--- config.mk ---
export PLATFORM = sky130hd
export DESIGN_NAME = alu_issue_ctrl
export DESIGN_NICKNAME = d
export VERILOG_FILES = /design/src/rtl/alu_issue_ctrl_pkg.sv /design/src/rtl/alu_issue_ctrl.sv
export SDC_FILE = /design/constraint.sdc
export NUM_CORES = 1
export LEC_CHECK = 0
export ABC_AREA = 1
export ABC_CLOCK_PERIOD_IN_PS = 1500
export CORE_MARGIN = 2
export CORE_UTILIZATION = 40
export CTS_CLUSTER_SIZE = 14
export DETAILED_ROUTE_END_ITERATION = 6
export HOLD_SLACK_MARGIN = 0.08
export PLACE_DENSITY_LB_ADDON = 0.3
export SYNTH_ARGS = -nofsm -noshare
export SYNTH_HDL_FRONTEND = slang
export SYNTH_SLANG_ARGS = --single-unit
--- constraint.sdc ---
create_clock -name I_clk -period 1.5 [get_ports I_clk]
set_input_delay 0.225 -clock I_clk [delete_from_list [all_inputs] [get_ports I_clk]]
set_output_delay 0.225 -clock I_clk [all_outputs]
set_load 0.02 [all_outputs]
--- src/rtl/alu_issue_ctrl_pkg.sv ---
// Shared definitions for the ALU issue controller: ALU op codes,
// conditional-branch funct3 codes and the controller state encoding.
package alu_issue_ctrl_pkg;

    // ALU operation codes (aludefs)
    localparam logic [4:0] ALUOP_ADD  = 5'd0;
    localparam logic [4:0] ALUOP_SUB  = 5'd1;
    localparam logic [4:0] ALUOP_SLL  = 5'd2;
    localparam logic [4:0] ALUOP_SLT  = 5'd3;
    localparam logic [4:0] ALUOP_SLTU = 5'd4;
    localparam logic [4:0] ALUOP_XOR  = 5'd5;
    localparam logic [4:0] ALUOP_SRL  = 5'd6;
    localparam logic [4:0] ALUOP_SRA  = 5'd7;
    localparam logic [4:0] ALUOP_OR   = 5'd8;
    localparam logic [4:0] ALUOP_AND  = 5'd9;

    // Conditional branch funct3 codes
    localparam logic [2:0] BR_EQ  = 3'b000;
    localparam logic [2:0] BR_NE  = 3'b001;
    localparam logic [2:0] BR_LT  = 3'b100;
    localparam logic [2:0] BR_GE  = 3'b101;
    localparam logic [2:0] BR_LTU = 3'b110;
    localparam logic [2:0] BR_GEU = 3'b111;

    // Controller states
    typedef enum logic [1:0] {
        ST_IDLE = 2'd0,
        ST_EXEC = 2'd1,
        ST_WB   = 2'd2
    } state_t;

endpackage

--- src/rtl/alu_issue_ctrl.sv ---
// ALU issue controller: accepts one execute request, drives the ALU until
// it stops reporting busy (or the edge budget runs out), resolves the branch
// condition and presents a single writeback beat.
module alu_issue_ctrl
    import alu_issue_ctrl_pkg::*;
#(
    parameter int unsigned TIMEOUT = 40,
    parameter int unsigned CNT_W   = 6
) (
    input  logic        I_clk,
    input  logic        I_reset,
    input  logic        I_req_valid,
    output logic        O_req_ready,
    input  logic [4:0]  I_req_op,
    input  logic [31:0] I_req_s1,
    input  logic [31:0] I_req_s2,
    input  logic [4:0]  I_req_rd,
    input  logic        I_req_isbr,
    input  logic [2:0]  I_req_brf3,
    output logic        O_alu_en,
    output logic [4:0]  O_alu_op,
    output logic [31:0] O_alu_s1,
    output logic [31:0] O_alu_s2,
    input  logic        I_alu_busy,
    input  logic [31:0] I_alu_data,
    input  logic        I_alu_lt,
    input  logic        I_alu_ltu,
    input  logic        I_alu_eq,
    output logic        O_wb_valid,
    input  logic        I_wb_ready,
    output logic [31:0] O_wb_data,
    output logic [4:0]  O_wb_rd,
    output logic        O_wb_taken,
    output logic        O_wb_err
);

    localparam logic [CNT_W-1:0] CNT_LAST = CNT_W'(TIMEOUT - 1);

    state_t            state_q, state_d;
    logic              issued_q, issued_d;
    logic [CNT_W-1:0]  cnt_q, cnt_d;
    logic [4:0]        op_q, op_d;
    logic [31:0]       s1_q, s1_d;
    logic [31:0]       s2_q, s2_d;
    logic [4:0]        rd_q, rd_d;
    logic              isbr_q, isbr_d;
    logic [2:0]        brf3_q, brf3_d;
    logic [31:0]       wb_data_q, wb_data_d;
    logic [4:0]        wb_rd_q, wb_rd_d;
    logic              wb_taken_q, wb_taken_d;
    logic              wb_err_q, wb_err_d;

    logic accept, alu_en, timeout_hit, capture;

    function automatic logic br_cond(input logic [2:0] f3, input logic lt,
                                     input logic ltu, input logic eq);
        logic r;
        r = 1'b0;
        case (f3)
            BR_EQ:   r = eq;
            BR_NE:   r = !eq;
            BR_LT:   r = lt;
            BR_GE:   r = !lt;
            BR_LTU:  r = ltu;
            BR_GEU:  r = !ltu;
            default: r = 1'b0;
        endcase
        return r;
    endfunction

    // Handshake and ALU sequencing qualifiers
    always_comb begin
        accept      = I_req_valid && (state_q == ST_IDLE);
        alu_en      = (state_q == ST_EXEC) && (!issued_q || I_alu_busy);
        timeout_hit = alu_en && (cnt_q == CNT_LAST);
        capture     = (state_q == ST_EXEC) && issued_q && !I_alu_busy;
    end

    // State register
    always_ff @(posedge I_clk) begin
        if (I_reset) state_q <= ST_IDLE;
        else         state_q <= state_d;
    end

    // Next-state logic
    always_comb begin
        state_d = state_q;
        case (state_q)
            ST_IDLE: if (accept) state_d = ST_EXEC;
            ST_EXEC: if (timeout_hit || capture) state_d = ST_WB;
            ST_WB:   if (I_wb_ready) state_d = ST_IDLE;
            default: state_d = ST_IDLE;
        endcase
    end

    // Request latch, edge counter and writeback capture
    always_comb begin
        issued_d   = issued_q;
        cnt_d      = cnt_q;
        op_d       = op_q;
        s1_d       = s1_q;
        s2_d       = s2_q;
        rd_d       = rd_q;
        isbr_d     = isbr_q;
        brf3_d     = brf3_q;
        wb_data_d  = wb_data_q;
        wb_rd_d    = wb_rd_q;
        wb_taken_d = wb_taken_q;
        wb_err_d   = wb_err_q;
        if (accept) begin
            op_d     = I_req_op;
            s1_d     = I_req_s1;
            s2_d     = I_req_s2;
            rd_d     = I_req_rd;
            isbr_d   = I_req_isbr;
            brf3_d   = I_req_brf3;
            issued_d = 1'b0;
            cnt_d    = '0;
        end
        if (alu_en) begin
            issued_d = 1'b1;
            cnt_d    = cnt_q + CNT_W'(1);
        end
        // Timeout wins over a capture in the same cycle
        if (timeout_hit) begin
            wb_data_d  = '0;
            wb_err_d   = 1'b1;
            wb_taken_d = 1'b0;
            wb_rd_d    = isbr_q ? 5'd0 : rd_q;
        end else if (capture) begin
            wb_data_d  = I_alu_data;
            wb_err_d   = 1'b0;
            wb_taken_d = isbr_q & br_cond(brf3_q, I_alu_lt, I_alu_ltu, I_alu_eq);
            wb_rd_d    = isbr_q ? 5'd0 : rd_q;
        end
    end

    // Datapath registers
    always_ff @(posedge I_clk) begin
        if (I_reset) begin
            issued_q   <= 1'b0;
            cnt_q      <= '0;
            op_q       <= '0;
            s1_q       <= '0;
            s2_q       <= '0;
            rd_q       <= '0;
            isbr_q     <= 1'b0;
            brf3_q     <= '0;
            wb_data_q  <= '0;
            wb_rd_q    <= '0;
            wb_taken_q <= 1'b0;
            wb_err_q   <= 1'b0;
        end else begin
            issued_q   <= issued_d;
            cnt_q      <= cnt_d;
            op_q       <= op_d;
            s1_q       <= s1_d;
            s2_q       <= s2_d;
            rd_q       <= rd_d;
            isbr_q     <= isbr_d;
            brf3_q     <= brf3_d;
            wb_data_q  <= wb_data_d;
            wb_rd_q    <= wb_rd_d;
            wb_taken_q <= wb_taken_d;
            wb_err_q   <= wb_err_d;
        end
    end

    // Output decode
    always_comb begin
        O_req_ready = (state_q == ST_IDLE);
        O_alu_en    = alu_en;
        O_alu_op    = op_q;
        O_alu_s1    = s1_q;
        O_alu_s2    = s2_q;
        O_wb_valid  = (state_q == ST_WB);
        O_wb_data   = wb_data_q;
        O_wb_rd     = wb_rd_q;
        O_wb_taken  = wb_taken_q;
        O_wb_err    = wb_err_q;
    end

endmodule

**Run 1: routing congestion map**

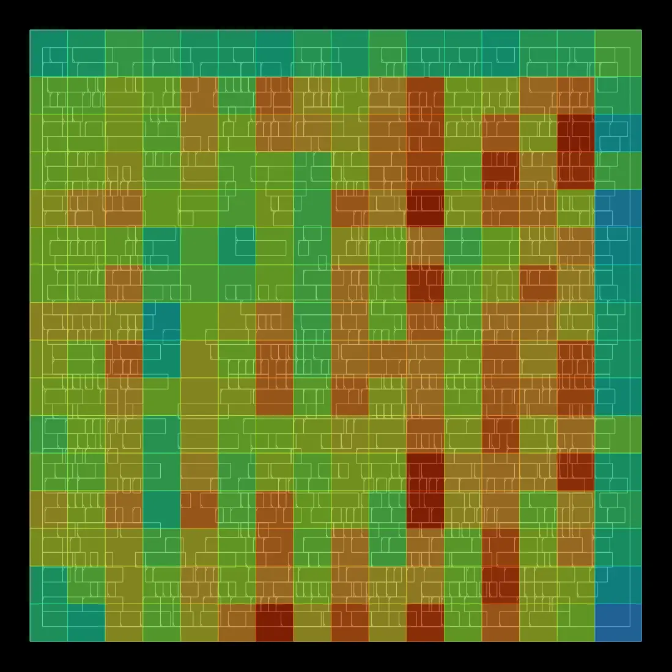
met1 GRT Util: 25.4%
post-layout util: 67.6%
GRT Util Overall: 22.5%

**Run 1: a small window of the routed layout**

Window x 41 to 71, y 19 to 49 um. Cells in gray, sequential cells in the stronger gray; small squares are vias.
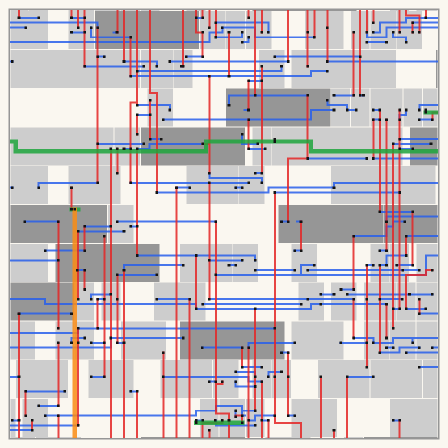
[red] metal 2
[orange] metal 4
[blue] metal 1
[green] metal 3
sequential cells in the window: 9
cells with their middle in the window: 75
netlist names of flops here include: O_alu_s2 (4), brf3_q (2)
most frequent: o21ai_0 (11), clkdlybuf4s50_1 (11)

==> reports/qor.csv, run 1 <==
stage;metric;value;unit
die;Die Size;12600;um^2
sta;count of final setup violators;1;
layout;most frequent cells in the layout;nor2_1 (159), dfxtp_1 (122), clkdlybuf4s50_1 (117);
power_and_ir_drop;Peak VDD IR;0.629;mV
placement;post-DP HPWL;10.2;mm
layout;register area;2530;um^2
sta;Min Hold Slack;414;ps
power_and_ir_drop;Cell Pwr Density;1220;nW/um^2
placement;placed insts;945;
job;tool warnings;27;
detailed_routing;Routed Antenna Nets;0;
detailed_routing;final wirelength;14.3;mm
synth;Synth flops;126;
setup_path;Crit Path Max Fanout;8;
sta;worst setup margin;-4.57;ps
synth;ys cells;595;
synth;yosys simple share;24.9;%
synth;Cell Type Count;28;
synth;Compound-Gate Fraction of Synth Area;14.4;%
grt;met2 Usage GRT;39.9;%
clock_network;setup repair bufs after CTS;2;
run_status;failing checks;negative setup slack;
clock_network;hold-fix buffers at CTS;0;
setup_path;Setup crit start kind;flop;
run_status;outcome;finished, violations left;
sta;Final Cycle Share;100;%
**Run 1: selected gate families**

(4 px per um)
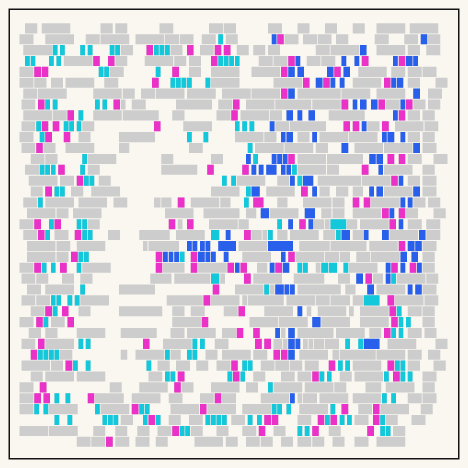
[magenta] aoi and oai cells | cells: 131 | where: all over the die
[cyan] nor cells | cells: 165 | where: all over the die
[blue] nand cells | cells: 112
most numerous logic cell after layout: nor2_1
Comb area share: 24.1%
fin cells: 983

[run 1: synth_stat cells]
master	instances	area, um^2
nand3_1	37	185
or2_2	1	6.26
buf_1	1	3.75
o21ai_1	10	50.1
ha_1	1	12.5
clkbuf_1	9	33.8
nand2_1	64	240
a21oi_1	46	230
nor2_4	2	22.5
nand3b_1	3	22.5
clkinv_2	1	5.00
buf_4	10	75.1
nor2_2	2	12.5
nand4_2	1	12.5
nor3_1	1	5.00
buf_2	14	70.1
nor2_1	160	601
a22oi_1	1	7.51
nand4_1	1	6.26
nand2_2	5	31.3
dfxtp_1	126	2520
buf_6	3	33.8
clkbuf_2	4	20.0
inv_2	3	11.3
inv_1	12	45.0
nand3_4	1	17.5
o21a_1	2	15.0
o21ai_0	74	370
[run 1: path summary, 6_finish.rpt]
path                                               from                    endpoint  slack [ps]  cells past startpoint
worst min-delay path                     I_alu_data[29]  O_wb_data[29]$_SDFFE_PP0P_         410                      3
worst min register to register    cnt_q[0]$_SDFFE_PP0P_       cnt_q[0]$_SDFFE_PP0P_         450                      1
worst max-delay path            state_q[1]$_SDFFE_PP0P_                    O_alu_en          -5                      5
worst max register to register  state_q[1]$_SDFFE_PP0P_  O_wb_data[19]$_SDFFE_PP0P_          60                      9
[run 1: cell type report]
cell class	instances	share of cell area, %
clock buffers	19	5.74
multi-input cells	412	24.1
inverters	16	0.794
flip-flops and latches	126	32.7
well taps	143	2.32
repair buffers	254	31.9
clock inverters	13	2.45
[run 1: state kept, by name, indices dropped and copies added (netlist names)]
name        cells
O_wb_rd         5
state_q         2
issued_q        1
O_alu_s1       32
isbr_q          1
O_alu_s2       32
cnt_q           6
O_wb_taken      1
O_wb_err        1
brf3_q          3
rd_q            5
O_alu_op        5
O_wb_data      32
==> run 2, diff against run 1 <==
- ABC_CLOCK_PERIOD_IN_PS: 1500 -> unset
- CAP_MARGIN: unset -> 40
**Run 2: routed metal per tile**

(3 px per um) The die is cut into 22 by 22 equal tiles; white is low, dark blue is high, scaled to the fullest tile. Values are wire area over tile area, all layers added.
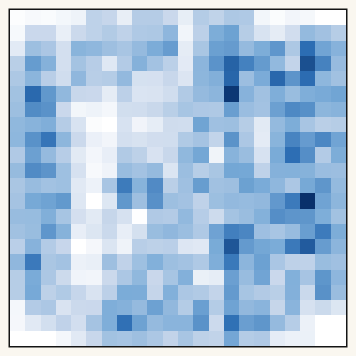
mean over tiles: 0.19
tiles over half the peak: 19%
densest ninth of the die: east
fullest tile: 0.52
nearly empty tiles: 3.1%
vias: 4,796
DR WL/cell: 14.6 um
final wirelength: 14.3 mm

**Run 2: a small window of the routed layout**

Window x 41 to 71, y 19 to 49 um. Cells in gray, sequential cells in the stronger gray; small squares are vias.
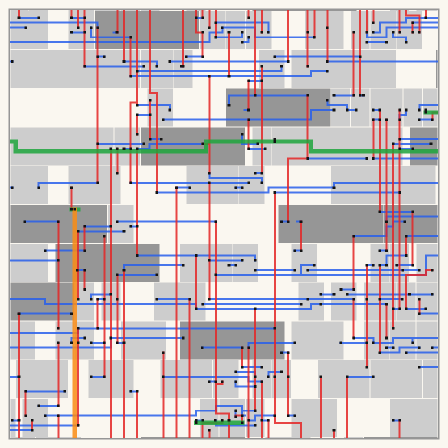

**Run 2: routing congestion map**

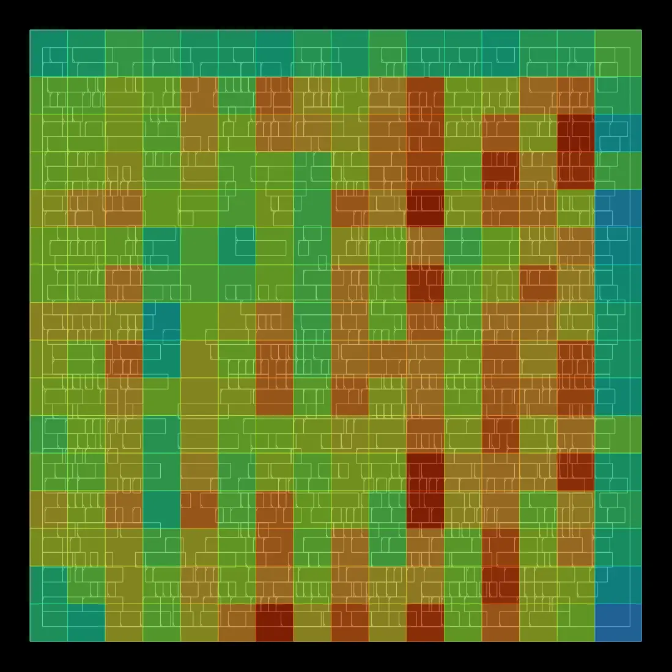
M3 GR Usage: 7.72%
met2 Usage GRT: 39.9%
GRT busiest layer: met2

==> run 2 against run 1 <==
  * The run still ends with negative setup slack left
  * Non-clock buffer count unchanged
  * Sequential share of layout area stayed put
  * Clock skew unchanged
  * Core utilization stayed put
  * Global-route usage did not move
  * Synthesized cell count is the same
  * Largest power group unchanged
==> reports/qor.csv, run 2 <==
stage;metric;value;unit;change
setup_path;sequence of cells on the critical path;inv_2 -> nand2_4 -> nor2_4 -> buf_12 -> buf_8;;
synth;Yosys top cell area share;54.0;%;unchanged
synth;Synth flops;126;;unchanged
layout;most frequent cells in the layout;nor2_1 (159), dfxtp_1 (122), clkdlybuf4s50_1 (117);;
setup_path;R2R Setup Slk;60;ps;about the same
sta;Min Hold Slack;414;ps;unchanged
setup_path;Setup crit start kind;flop;;
layout;fin cells;983;;unchanged
run_status;failing checks;negative setup slack;;
sta;Final Cycle Share;100;%;unchanged
detailed_routing;Routed Antenna Nets;0;;unchanged
synth;top cells by count, synth;nor2_1 (160), dfxtp_1 (126), o21ai_0 (74);;
sta;count of final setup violators;1;;unchanged
sta;worst setup margin;-4.57;ps;unchanged
min_path;Hold Path Cell Cnt;3;;unchanged
layout;most numerous logic cell after layout;nor2_1;;
synth;most common cell in the netlist;nor2_1;;
synth;post-synth top area cell;dfxtp_1;;
die;Die Size;12600;um^2;unchanged
setup_path;Crit Path Max Fanout;8;;unchanged
synth;ys cells;595;;unchanged
synth;EDFF count, synth;0;;unchanged
run_status;outcome;finished, violations left;;
synth;Async SR Flop Fraction;0;%;unchanged
setup_path;FF-to-FF path depth;9;;unchanged
sta;Final Hold Fails;0;;
layout;post-layout util;67.6;%;unchanged
synth;synth top area cells;dfxtp_1 (54%), nor2_1 (13%), o21ai_0 (7.9%), nand2_1 (5.1%), a21oi_1 (4.9%);;
synth;Cell Type Count;28;;unchanged
placement;post-DP HPWL;10.2;mm;unchanged
power_and_ir_drop;Cell Pwr Density;1220;nW/um^2;unchanged
setup_path;Reg-to-Reg Start;state_q[1]$_SDFFE_PP0P_;;
synth;ys flop type;dfxtp_1;;
clock_network;setup repair bufs after CTS;2;;unchanged
clock_network;hold-fix buffers at CTS;0;;unchanged
job;tool warnings;27;;unchanged
power_and_ir_drop;leak pwr;3.44;nW;
synth;yosys simple share;24.9;%;unchanged
setup_path;RR Endpoint;O_wb_data[19]$_SDFFE_PP0P_;;
placement;placed insts;945;;unchanged
setup_path;Setup crit end;O_alu_en;;
setup_path;Setup crit start;state_q[1]$_SDFFE_PP0P_;;
## run 2: cell counts after synthesis
Identical to the previous run, type by type.
## run 2: kinds of logic after synthesis
kind of cell | after synthesis
flops | 126
fa+ha+maj | 1
compound gates | 133
buf+inv | 57
simple gates | 278
## run 2: how the worst min path moves through the flow
stage,from,endpoint,slack [ps]
2_1_floorplan,I_req_s1[29],O_alu_s1[29]$_SDFFE_PP0P_,370
3_3_place_gp,rd_q[3]$_SDFFE_PP0P_,rd_q[3]$_SDFFE_PP0P_,450
3_5_place_dp,O_wb_data[2]$_SDFFE_PP0P_,O_wb_data[2]$_SDFFE_PP0P_,450
4_1_cts,I_alu_data[25],O_wb_data[25]$_SDFFE_PP0P_,390
5_1_grt,I_alu_data[21],O_wb_data[21]$_SDFFE_PP0P_,410
6_report,I_alu_data[29],O_wb_data[29]$_SDFFE_PP0P_,410
## run 2: worst max-delay path, delay by kind of cell (launching register included)
| kind | cells | cell delay [ps] |
|---|---|---|
| AND/OR/NAND/NOR | 2 | 210 |
| buffers and inverters | 3 | 330 |
| flip-flops | 1 | 320 |
## run 2: layout make-up
| type | count | area [um^2] |
|---|---|---|
| clock buffer | 19 | 443 |
| clock inverter | 13 | 189 |
| fill | 958 | 3700 |
| inverter | 16 | 61.3 |
| multi-input combinational | 412 | 1860 |
| sequential | 126 | 2530 |
| tap | 143 | 179 |
| timing repair buffer | 254 | 2460 |
## run 2: layer usage
layer	share of wire [%]	track usage (%)
met5	0	0
met4	2.0	7.89
met3	7.7	7.72
met2	50	39.9
met1	41	25.4
## run 2: where the power goes
part           leakage (nW)  total [mW]  internal [mW]  switching, mW
logic                  2.10        1.47          0.697          0.769
clock network         0.304        4.32           2.83           1.49
registers              1.04        3.67           3.56          0.105
Power is estimated from default activity; no workload was simulated.
